Figure 1. Met3 routing (run 1).
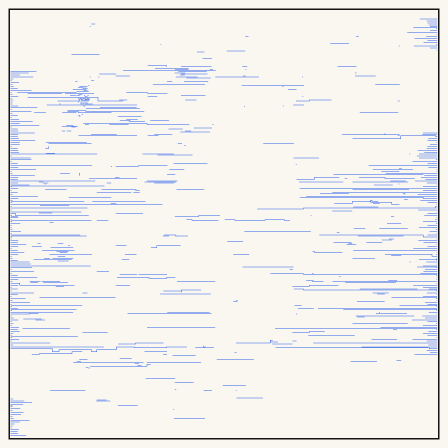
Figure 2. Wiring by layer (run 1).
Only two layers are drawn.
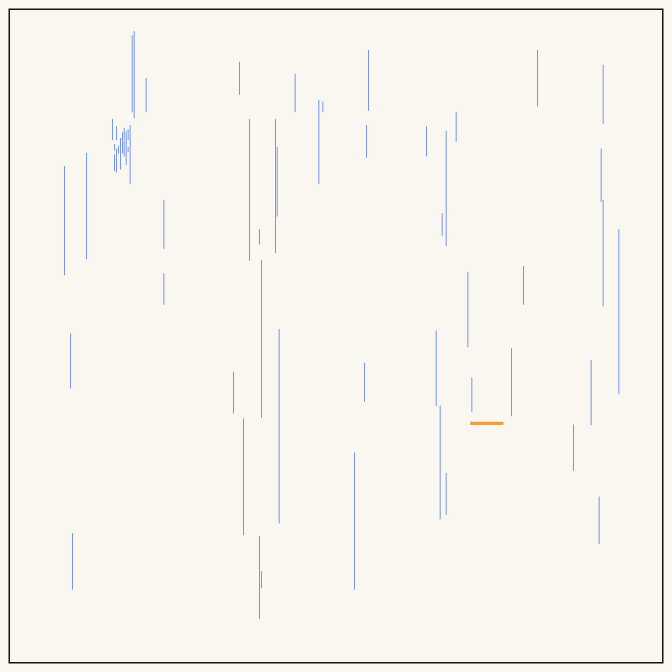
Figure 3. I/O pins on the die edge (run 1).
Pins as bars across the die edge, other pins in gray.
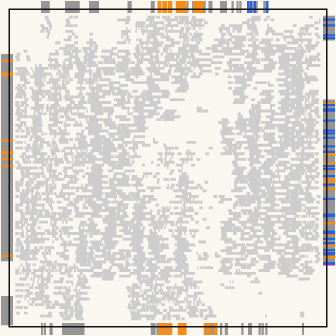
Figure 4. Routing congestion map (run 1).
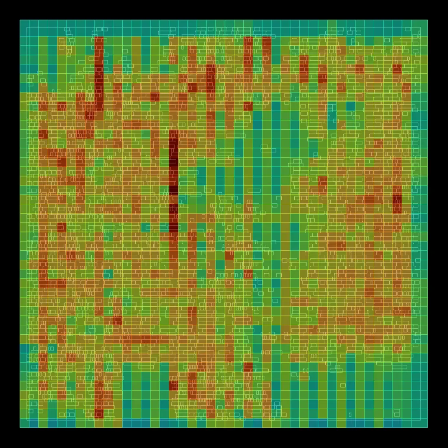
==> src/rtl/fetch_pkg.sv <==
// Shared types for the fetch front end: FSM encoding, queue entry layout, NOP encoding.
package fetch_pkg;
    typedef enum logic [1:0] {IDLE, REQ, WAIT, DROP} fetch_state_t;

    localparam logic [31:0] NOP_INSTR = 32'h0000_0013;
    localparam int          PC_W      = 64;

    typedef struct packed {
        logic [PC_W-1:0] pc;
        logic [63:0]     data;
    } fetch_entry_t;
endpackage

==> src/rtl/fetch_queue.sv <==
// Synchronous FIFO of fetched instruction pairs; push and pop may coincide even when full.
module fetch_queue #(
    parameter int  DEPTH = 4,
    parameter type T     = logic [7:0]
) (
    input  logic                   clk,
    input  logic                   rst,
    input  logic                   push_i,
    input  logic                   pop_i,
    input  logic                   flush_i,
    input  T                       din_i,
    output T                       dout_o,
    output logic                   full_o,
    output logic                   empty_o,
    output logic [$clog2(DEPTH):0] count_o
);
    localparam int AW = $clog2(DEPTH);

    T               mem_q [DEPTH];
    logic [AW-1:0]  rd_q, wr_q;
    logic [AW:0]    cnt_q;
    logic           do_push, do_pop;

    assign empty_o = (cnt_q == '0);
    assign full_o  = (cnt_q == (AW+1)'(DEPTH));
    assign count_o = cnt_q;
    assign dout_o  = mem_q[rd_q];
    assign do_pop  = pop_i && !empty_o;
    assign do_push = push_i && (!full_o || do_pop);

    always_ff @(posedge clk or posedge rst) begin
        if (rst) begin
            rd_q  <= '0;
            wr_q  <= '0;
            cnt_q <= '0;
        end else if (flush_i) begin
            rd_q  <= '0;
            wr_q  <= '0;
            cnt_q <= '0;
        end else begin
            if (do_push) wr_q <= wr_q + 1'b1;
            if (do_pop)  rd_q <= rd_q + 1'b1;
            cnt_q <= cnt_q + {{AW{1'b0}}, do_push} - {{AW{1'b0}}, do_pop};
        end
    end

    // Storage needs no reset; occupancy is tracked by the counters above.
    always_ff @(posedge clk) begin
        if (do_push && !flush_i) mem_q[wr_q] <= din_i;
    end
endmodule

==> src/rtl/fetch_unit.sv <==
// Fetch front end: one outstanding I-cache pair request, redirect/drop handling,
// pair queue and the decode pipeline register.
module fetch_unit
    import fetch_pkg::*;
#(
    parameter logic [63:0] ENTRY     = 64'h0,
    parameter int          XLEN      = 64,
    parameter int          BUF_DEPTH = 4
) (
    input  logic            clk,
    input  logic            reset,
    input  logic            StallF,
    input  logic            StallD,
    input  logic            FlushD,
    input  logic            PCSrcE1,
    input  logic            PCSrcE2,
    input  logic [XLEN-1:0] PCTargetE1,
    input  logic [XLEN-1:0] PCTargetE2,
    output logic            ic_req_valid,
    output logic [XLEN-1:0] ic_req_addr,
    input  logic            ic_req_ready,
    input  logic            ic_resp_valid,
    input  logic [63:0]     ic_resp_data,
    output logic            enableD,
    output logic [31:0]     InstrD1,
    output logic [31:0]     InstrD2,
    output logic [XLEN-1:0] PCD1,
    output logic [XLEN-1:0] PCD2
);
    localparam int             CW      = $clog2(BUF_DEPTH) + 1;
    localparam logic [CW-1:0]  DEPTH_C = CW'(BUF_DEPTH);
    localparam logic [XLEN-1:0] ENTRY_A = XLEN'(ENTRY) & ~XLEN'(7);

    fetch_state_t    state_q;
    logic [XLEN-1:0] fetch_pc_q, req_addr_q, target, head_pc;
    logic            req_valid_q, drop_pending_q, redirect;
    logic            q_push, q_pop, q_full, q_empty;
    logic [CW-1:0]   q_count;
    fetch_entry_t    push_entry, head;

    assign redirect = PCSrcE1 | PCSrcE2;
    assign target   = PCSrcE1 ? PCTargetE1 : PCTargetE2;

    assign ic_req_valid = req_valid_q;
    assign ic_req_addr  = req_addr_q;

    assign push_entry.pc   = PC_W'(fetch_pc_q);
    assign push_entry.data = ic_resp_data;
    assign q_push  = (state_q == WAIT) && ic_resp_valid && !redirect && (!q_full || q_pop);
    assign q_pop   = !FlushD && !StallD && !q_empty;
    assign head_pc = head.pc[XLEN-1:0];

    fetch_queue #(.DEPTH(BUF_DEPTH), .T(fetch_entry_t)) u_queue (
        .clk     (clk),
        .rst     (reset),
        .push_i  (q_push),
        .pop_i   (q_pop),
        .flush_i (redirect),
        .din_i   (push_entry),
        .dout_o  (head),
        .full_o  (q_full),
        .empty_o (q_empty),
        .count_o (q_count)
    );

    // Redirect always retargets fetch_pc; the per-state logic only decides what to do with the bus.
    always_ff @(posedge clk or posedge reset) begin
        if (reset) begin
            state_q        <= IDLE;
            fetch_pc_q     <= XLEN'(ENTRY);
            drop_pending_q <= 1'b0;
            req_valid_q    <= 1'b0;
            req_addr_q     <= ENTRY_A;
        end else begin
            if (redirect) fetch_pc_q <= target;
            case (state_q)
                IDLE: begin
                    if (!redirect && !StallF && (q_count < DEPTH_C)) begin
                        state_q     <= REQ;
                        req_valid_q <= 1'b1;
                        req_addr_q  <= {fetch_pc_q[XLEN-1:3], 3'b000};
                    end
                end
                REQ: begin
                    if (ic_req_ready) begin
                        req_valid_q    <= 1'b0;
                        drop_pending_q <= 1'b0;
                        state_q        <= (redirect || drop_pending_q) ? DROP : WAIT;
                    end else if (redirect) begin
                        drop_pending_q <= 1'b1;
                    end
                end
                WAIT: begin
                    if (redirect) begin
                        state_q <= ic_resp_valid ? IDLE : DROP;
                    end else if (ic_resp_valid) begin
                        fetch_pc_q <= {fetch_pc_q[XLEN-1:3], 3'b000} + XLEN'(8);
                        state_q    <= IDLE;
                    end
                end
                DROP: begin
                    if (ic_resp_valid) state_q <= IDLE;
                end
                default: state_q <= IDLE;
            endcase
        end
    end

    always_ff @(posedge clk or posedge reset) begin
        if (reset) begin
            enableD <= 1'b0;
            InstrD1 <= NOP_INSTR;
            InstrD2 <= NOP_INSTR;
            PCD1    <= '0;
            PCD2    <= XLEN'(4);
        end else if (FlushD) begin
            enableD <= 1'b0;
            InstrD1 <= NOP_INSTR;
            InstrD2 <= NOP_INSTR;
        end else if (!StallD) begin
            if (!q_empty) begin
                // A pair entered at pc[2]=1 carries only its upper word as a useful instruction.
                enableD <= 1'b1;
                InstrD1 <= head_pc[2] ? head.data[63:32] : head.data[31:0];
                InstrD2 <= head_pc[2] ? NOP_INSTR : head.data[63:32];
                PCD1    <= head_pc;
                PCD2    <= head_pc + XLEN'(4);
            end else begin
                enableD <= 1'b0;
                InstrD1 <= NOP_INSTR;
                InstrD2 <= NOP_INSTR;
            end
        end
    end
endmodule

==> config.mk <==
export PLATFORM = sky130hd
export DESIGN_NAME = fetch_unit
export DESIGN_NICKNAME = d
export VERILOG_FILES = /design/src/rtl/fetch_pkg.sv /design/src/rtl/fetch_queue.sv /design/src/rtl/fetch_unit.sv
export SDC_FILE = /design/constraint.sdc
export NUM_CORES = 1
export LEC_CHECK = 0
export ABC_CLOCK_PERIOD_IN_PS = 24200
export CORE_MARGIN = 5
export CORE_UTILIZATION = 40
export CTS_BUF_LIST = sky130_fd_sc_hd__clkbuf_4 sky130_fd_sc_hd__clkbuf_8
export CTS_CLUSTER_SIZE = 30
export DETAILED_ROUTE_END_ITERATION = 10
export PLACE_DENSITY = 0.65
export RECOVER_POWER = 25
export SYNTH_ARGS = -nofsm -noshare
export SYNTH_HDL_FRONTEND = slang
export SYNTH_SLANG_ARGS = --single-unit
==> constraint.sdc <==
create_clock -name clk -period 24.2 [get_ports clk]
set_clock_uncertainty 0.2 [all_clocks]
set_input_delay 7.26 -clock clk [delete_from_list [all_inputs] [get_ports clk]]
set_output_delay 7.26 -clock clk [all_outputs]
set_load 0.05 [all_outputs]
==> impl_metrics.xml, run 1 <==
<?xml version="1.0" encoding="UTF-8"?>
<metrics>
  <group name="pwr">
    <metric name="total_leakage_power" unit="nW">15.59</metric>
    <metric name="design_power_total" unit="mW">3.881</metric>
    <metric name="power.combinational.fraction" unit="%">21.0</metric>
    <metric name="power_frac_clock" unit="%">33.7</metric>
  </group>
  <group name="logic_synthesis">
    <metric name="yosys.cell_types.count" unit="">60</metric>
    <metric name="synth_chip_area" unit="um^2">34080</metric>
    <metric name="synthCells" unit="">2277</metric>
    <metric name="seq_area_frac_synth" unit="%">69.15</metric>
    <metric name="yosys_warnings" unit="">0</metric>
  </group>
  <group name="worst_setup_path">
    <metric name="cp_num_buf_inv" unit="">3</metric>
    <metric name="critical_path.slowest_cell" unit="">a211oi_1</metric>
    <metric name="critical_path.cell_chain" unit="">clkdlybuf4s50_1 -&gt; nor2_1 -&gt; nor3_1 -&gt; a211oi_1 -&gt; and2_4 -&gt; buf_4 -&gt; buf_4</metric>
    <metric name="critical_path.endpoint_type" unit="">flop</metric>
    <metric name="crit_path_max_incr_delay" unit="ps">870</metric>
    <metric name="crit_arrival" unit="ps">11640</metric>
    <metric name="cell_family_with_most_cp_delay" unit="">buffers and inverters</metric>
  </group>
  <group name="clock_network">
    <metric name="cts.reportedPaths.clkPinSlew" unit="ps">60</metric>
    <metric name="max-clock-path-buffers" unit="">3</metric>
    <metric name="cts_setup_buffers" unit="">0</metric>
    <metric name="clock.latency.late_pin" unit="ps">780</metric>
    <metric name="clock_tree.root_cell" unit="">clkbuf_8</metric>
    <metric name="cts_resized" unit="">0</metric>
    <metric name="tritoncts" unit="">yes</metric>
  </group>
  <group name="final_timing">
    <metric name="setup_ws" unit="ps">12720</metric>
    <metric name="relSlewSlack" unit="%">24.97</metric>
    <metric name="timing.setup.tns" unit="ps">0</metric>
    <metric name="final-max-slew-violation-count" unit="">0</metric>
    <metric name="setup-violations-final" unit="">0</metric>
    <metric name="whs" unit="ps">275.1</metric>
    <metric name="timing.final.hold_violations" unit="">0</metric>
  </group>
  <group name="layout">
    <metric name="layout-drive-gt1-share" unit="%">16.84</metric>
    <metric name="layout.core_utilization" unit="%">50.45</metric>
    <metric name="final_cell_count_no_fill" unit="">4061</metric>
  </group>
  <group name="run_status">
    <metric name="result_of_the_run" unit="">complete, no violations</metric>
  </group>
  <group name="die">
    <metric name="design.core.area" unit="um^2">84880</metric>
    <metric name="ioPinCount" unit="">459</metric>
  </group>
  <group name="placement">
    <metric name="hpwlAfterDp" unit="um">64710</metric>
    <metric name="routability_driven_placement_congestion_ratio" unit="">0.8451</metric>
    <metric name="preCtsSetupSlack" unit="ps">12010</metric>
  </group>
  <group name="drt">
    <metric name="vias_per_cell" unit="">5.318</metric>
    <metric name="ant_nets_after_route" unit="">0</metric>
    <metric name="drc" unit="">0</metric>
    <metric name="drt_pre_antenna_iters" unit="">7</metric>
  </group>
  <group name="grt">
    <metric name="grt_antenna_before_repair" unit="">13</metric>
    <metric name="grt_pass1_vias" unit="">22590</metric>
    <metric name="first_pass_grt_wire_length" unit="um">143000</metric>
  </group>
  <group name="job">
    <metric name="stage_log_warnings" unit="">33</metric>
  </group>
</metrics>
About Figure 1:
467 nets have wire on it. The wires run mostly horizontal.
vias after detailed routing: 21,600
grt met3 use: 6.065%
wire length reported by the detailed router: 95,420 um

About Figure 2:
M4: shown in blue, wire length 1,620 um. M5: shown in orange, wire length 13.8 um.
total track usage: 20.83%
Avg WL per Cell: 23.50 um

About Figure 3:
FlushD: shown in purple, pins 1, direction input, edge right. PCD2: shown in orange, pins 64, direction output, edge 21 bottom, 20 top, 14 right, 9 left. InstrD2: shown in blue, pins 32, direction output, edge 28 right, 4 top.
All pins by edge: 165 left, 133 right, 86 top, 75 bottom.
floorplan die width: 301.9 um
Port Buffer Count: 455
DIE HEIGHT: 301.9 um

About Figure 4:
GRT busiest layer: met2
GR Layer Usage met1: 29.22%

[run 1: layer usage]
metal  part of all wire [%]  vias to the layer above  routed length (um)  global-route usage (%)
met5                  0.014                        -                  13                       0
met4                    1.7                        2                1622                   5.108
met3                    9.4                      143                8993                   6.065
met2                     46                      870               44230                   32.45
met1                     43                    10970               40560                   29.22
li1                       -                     9616                   -                       -
[run 1: synth_stat cells, drive strengths merged (4+ instances only)]
master	instances	share of area, %
a221o	6	0.18
and4	12	0.31
and2	20	0.37
nand2b	14	0.26
xnor2	58	1.5
ha	8	0.29
inv	18	0.20
mux2i	61	1.8
and3	17	0.31
nor4	24	0.44
nand4b	4	0.10
dfstp	7	0.54
nand3	41	0.65
o22ai	15	0.28
nand4	41	0.81
nor2b	5	0.092
a21o	5	0.11
a22o	29	0.75
xor2	29	0.75
a31oi	12	0.22
o21ai	137	2.0
edfxtp	512	45
buf	46	0.81
or4	7	0.19
nand2	368	4.1
mux4	128	8.5
or3	23	0.42
o31ai	15	0.33
nor2	56	0.62
a21oi	35	0.51
dfrtp	320	23
o21a	10	0.22
nor3	34	0.50
mux2	56	1.9
clkbuf	83	0.91
[run 1: power by group through the flow]
stage                     clock [mW]  sequential, mW  combinational [mW]
after global routing            1.42            1.77               0.858
after floorplan                    0            2.10               0.158
after global placement             0            1.78               0.817
after CTS                       1.35            1.76               0.827
final                           1.31            1.76               0.816
after detailed placement           0            1.78               0.824
[run 1: flip-flops by register name, indices dropped and copies added (netlist names), 2 cells and up]
name / cells
InstrD1: 32
InstrD2: 32
PCD1: 64
PCD2: 62
fetch_pc_q: 64
ic_req_addr: 61
state_q: 2
u_queue.count_o: 3
u_queue.mem_q: 512
u_queue.rd_q: 2
u_queue.wr_q: 2
[run 1: path summary, 6_finish.rpt]
path	startpoint	to	slack (ps)	cells past startpoint
max	FlushD	u_queue.mem_q[1][91]	12720	7
min	PCD1[61]	PCD1[61]	280	1
max in group asynchronous	reset	u_queue.rd_q[1]	13970	5
min in group asynchronous	reset	InstrD2[11]	6790	2
min reg2reg	PCD1[61]	PCD1[61]	280	1
max reg2reg	state_q[0]	u_queue.mem_q[1][91]	19440	5
[run 1: worst reg2reg max path, cell delays in order (launching register included)]
cell,delay (ps)
dfrtp_1,440
nand3b_1,540
a211oi_1,1000
and2_4,340
buf_4,730
buf_4,980
[run 1: cell type report]
class / instances / area, um^2 / share of cell area [%]
sequential: 839 / 23570 / 55.05
multi-input combinational: 1292 / 9920 / 23.17
clock buffer: 199 / 2464 / 5.753
tap: 1144 / 1431 / 3.343
timing repair buffer: 488 / 4805 / 11.22
clock inverter: 67 / 515.5 / 1.204
inverter: 19 / 80.08 / 0.1870
antenna: 13 / 32.53 / 0.07597
[run 1: kinds of logic (layout without fill, tap and decap cells)]
group | count (synthesis) | count (layout) | share of synthesized area [%]
xor+xnor | 87 | 87 | 2.236
fa+ha+maj | 9 | 9 | 0.3524
compound gates | 274 | 274 | 4.853
simple gates | 674 | 674 | 9.310
buf+inv | 148 | 773 | 1.935
other cells | 1 | 16 | 0.01100
flops | 839 | 839 | 69.15
mux | 245 | 245 | 12.16
Figure 5. Sequential cells grouped by signal name (run 1).
Other sequential cells in the stronger gray, the rest of the logic in the fainter gray.
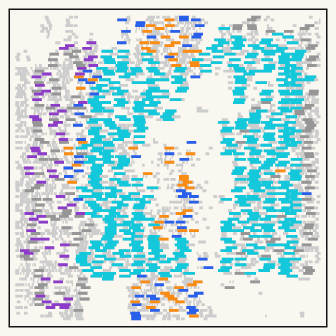

## Run 2: what changed since run 1
- ABC_CLOCK_PERIOD_IN_PS: 24200 -> 10300
- PLACE_DENSITY: 0.65 -> 0.68
- clock period: 24.2 -> 10.3 ns (I/O delays scaled with it)
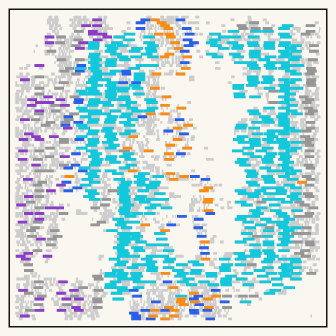
Figure 6: run 2, sequential cells grouped by signal name.
Other sequential cells in the stronger gray, the rest of the logic in the fainter gray.
PCD1: shown in blue, sequential cells 64. u_queue.mem_q: shown in cyan, sequential cells 512. PCD2: shown in orange, sequential cells 62, where a column down the middle. ic_req_addr: shown in purple, sequential cells 61, where a column on the left.
sequential group power: 4.12 mW
sequential share of cell area: 54.94%
Storage cell area: 23,570 um^2
final core utilization: 50.55%

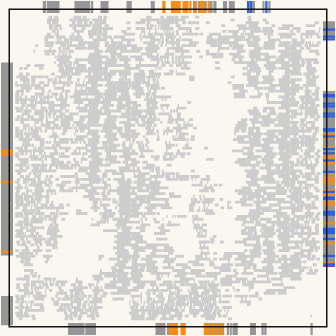
Figure 7: run 2, I/O pins on the die edge.
Pins as bars across the die edge, other pins in gray.
InstrD2: shown in blue, pins 32, direction output, edge 29 right, 3 top. PCD2: shown in orange, pins 64, direction output, edge 21 top, 20 bottom, 18 right, 5 left. FlushD: shown in purple, pins 1, direction input, edge right.
All pins by edge: 155 left, 136 right, 90 top, 78 bottom.

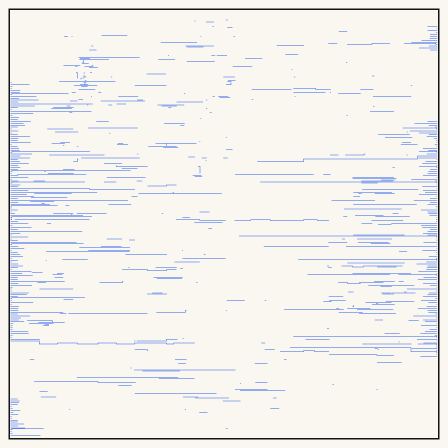
Figure 8: run 2, met3 routing.
The longest straight run is 139 um. The layer carries 7,950 um of wire. The layer holds 8.5% of the routed length. 434 nets have wire on it. The wires run mostly horizontal.

==> run 2 against run 1 <==
  * Worst hold slack lost 4.8 ps
  * Sequential share of layout area shrank 0.11 points
  * Sequential power grew 130%
  * Cell area grew 0.20%
  * Cell count shrank 0.39%
  * Combinational power grew 140%
  * Global-route usage shrank 0.37 points
  * Setup slack lost 8700 ps
  * Largest power group unchanged
  * Highest routed layer unchanged
==> impl_metrics.xml, run 2 <==
<?xml version="1.0" encoding="UTF-8"?>
<metrics>
  <group name="die">
    <metric name="die-width" unit="um">301.9</metric>
    <metric name="die.size.y" unit="um">301.9</metric>
  </group>
  <group name="logic_synthesis">
    <metric name="yosys.area.top_type_share" unit="%">45.11</metric>
    <metric name="synthCells" unit="">2277</metric>
    <metric name="common_cells" unit="">512 x edfxtp_1, 368 x nand2_1, 320 x dfrtp_1</metric>
    <metric name="synthDominantAreaCellType" unit="">edfxtp_1</metric>
    <metric name="yosys.cell_types.count" unit="">60</metric>
  </group>
  <group name="worst_setup_path">
    <metric name="critical_path.endpoint_type" unit="">flop</metric>
    <metric name="r2r-end" unit="">PCD2[52]</metric>
    <metric name="timing.rr.start" unit="">u_queue.rd_q[0]</metric>
    <metric name="reg2reg_slack" unit="ps">5370</metric>
    <metric name="ff2ff_path_depth" unit="">9</metric>
  </group>
  <group name="grt">
    <metric name="grt_antenna_before_repair" unit="">5</metric>
    <metric name="grt_use_met3" unit="%">5.749</metric>
    <metric name="grt_use_met1" unit="%">29.09</metric>
    <metric name="grt_most_used_layer" unit="">met2</metric>
    <metric name="grt_pass1_vias" unit="">22380</metric>
  </group>
  <group name="clock_network">
    <metric name="clock.latency.late_pin" unit="ps">770</metric>
    <metric name="cts_setup_buffers" unit="">0</metric>
    <metric name="max-clock-path-buffers" unit="">3</metric>
    <metric name="tritoncts" unit="">yes</metric>
    <metric name="cts.reportedPaths.clkPinSlew" unit="ps">60</metric>
  </group>
  <group name="placement">
    <metric name="hpwlAfterDp" unit="um">63370</metric>
    <metric name="routability_driven_placement_congestion_ratio" unit="">0.8646</metric>
    <metric name="port-buffer-count" unit="">455</metric>
  </group>
  <group name="final_timing">
    <metric name="relSlewSlack" unit="%">25.84</metric>
    <metric name="timing.final.hold_violations" unit="">0</metric>
    <metric name="timing.setup.tns" unit="ps">0</metric>
  </group>
  <group name="layout">
    <metric name="top_regs" unit="">u_queue.mem_q x512, PCD1 x64, fetch_pc_q x64</metric>
    <metric name="layout-drive-gt1-share" unit="%">17.01</metric>
  </group>
  <group name="run_status">
    <metric name="result_of_the_run" unit="">complete, no violations</metric>
  </group>
  <group name="drt">
    <metric name="num_vias" unit="">21520</metric>
  </group>
  <group name="hold_path">
    <metric name="hold-path-endpoint" unit="">PCD1[63]</metric>
  </group>
  <group name="pwr">
    <metric name="total_leakage_power" unit="nW">15.64</metric>
  </group>
</metrics>
[run 2: worst max-delay path by stage]
stage / to / slack [ps] / cells past startpoint / start
2_1_floorplan: u_queue.mem_q[0][0] / 2300 / 5 / PCSrcE1
3_3_place_gp: fetch_pc_q[54] / 3350 / 7 / ic_resp_valid
3_5_place_dp: u_queue.count_o[2] / 3290 / 13 / FlushD
4_1_cts: u_queue.count_o[2] / 4120 / 13 / FlushD
5_1_grt: fetch_pc_q[54] / 3920 / 7 / ic_resp_valid
6_report: fetch_pc_q[54] / 4050 / 7 / ic_resp_valid
[run 2: routing by layer]
layer  part of all wire, %  up-vias
li1                      -     9589
met1                    44    10900
met2                    45      866
met3                   8.5      159
met4                   2.5        4
met5                 0.026        -
[run 2: critical path: stages]
cell             delay [ps]
clkdlybuf4s50_1         490
nand3b_1                510
nor4_1                 1060
nand3_1                 530
or3_1                   550
or4_1                   410
nand3_1                  90
[run 2: final cells by class]
type / instances / share of cell area [%]
flip-flops and latches: 839 / 54.94
multi-input cells: 1292 / 23.14
repair buffers: 484 / 11.27
clock buffers: 213 / 6.031
well taps: 1144 / 3.336
clock inverters: 51 / 1.091
inverters: 19 / 0.1721
diodes: 3 / 0.01750
[run 2: where the power goes]
| part | switching (mW) | internal (mW) | leakage, nW |
|---|---|---|---|
| sequential | 0.245 | 3.88 | 8.84 |
| clock | 1.37 | 1.78 | 1.63 |
| combinational | 1.28 | 0.651 | 5.16 |
| total | 2.89 | 6.31 | 15.6 |
[run 2: cell families after synthesis]
kind of cell               count (synthesis)  synth area share [%]
adders and majority gates                  9                0.3524
AOI/OAI and AO/OA                        274                 4.853
DFF                                      839                 69.15
muxes                                    245                 12.16
other                                      1               0.01100
and+or+nand+nor                          674                 9.310
xor gates and xnor gates                  87                 2.236
buffers and inverters                    148                 1.935
[run 2: per-stage QoR]
step                      hold WS, ps  power, mW  instance area [um^2]  cells  setup slack (ps)
after floorplan                 274.2      5.296                 34090   2279              2304
after global placement          261.7      6.101                 39850   3778              3346
after detailed placement        262.2      6.124                 39850   3778              3286
after CTS                       277.6      9.316                 42900   4042              4125
after global routing            294.5      9.589                 42900   4042              3923
final                           270.3      9.200                 42910   4045              4053
No activity file was given, so power comes from the tool's default toggle rates.
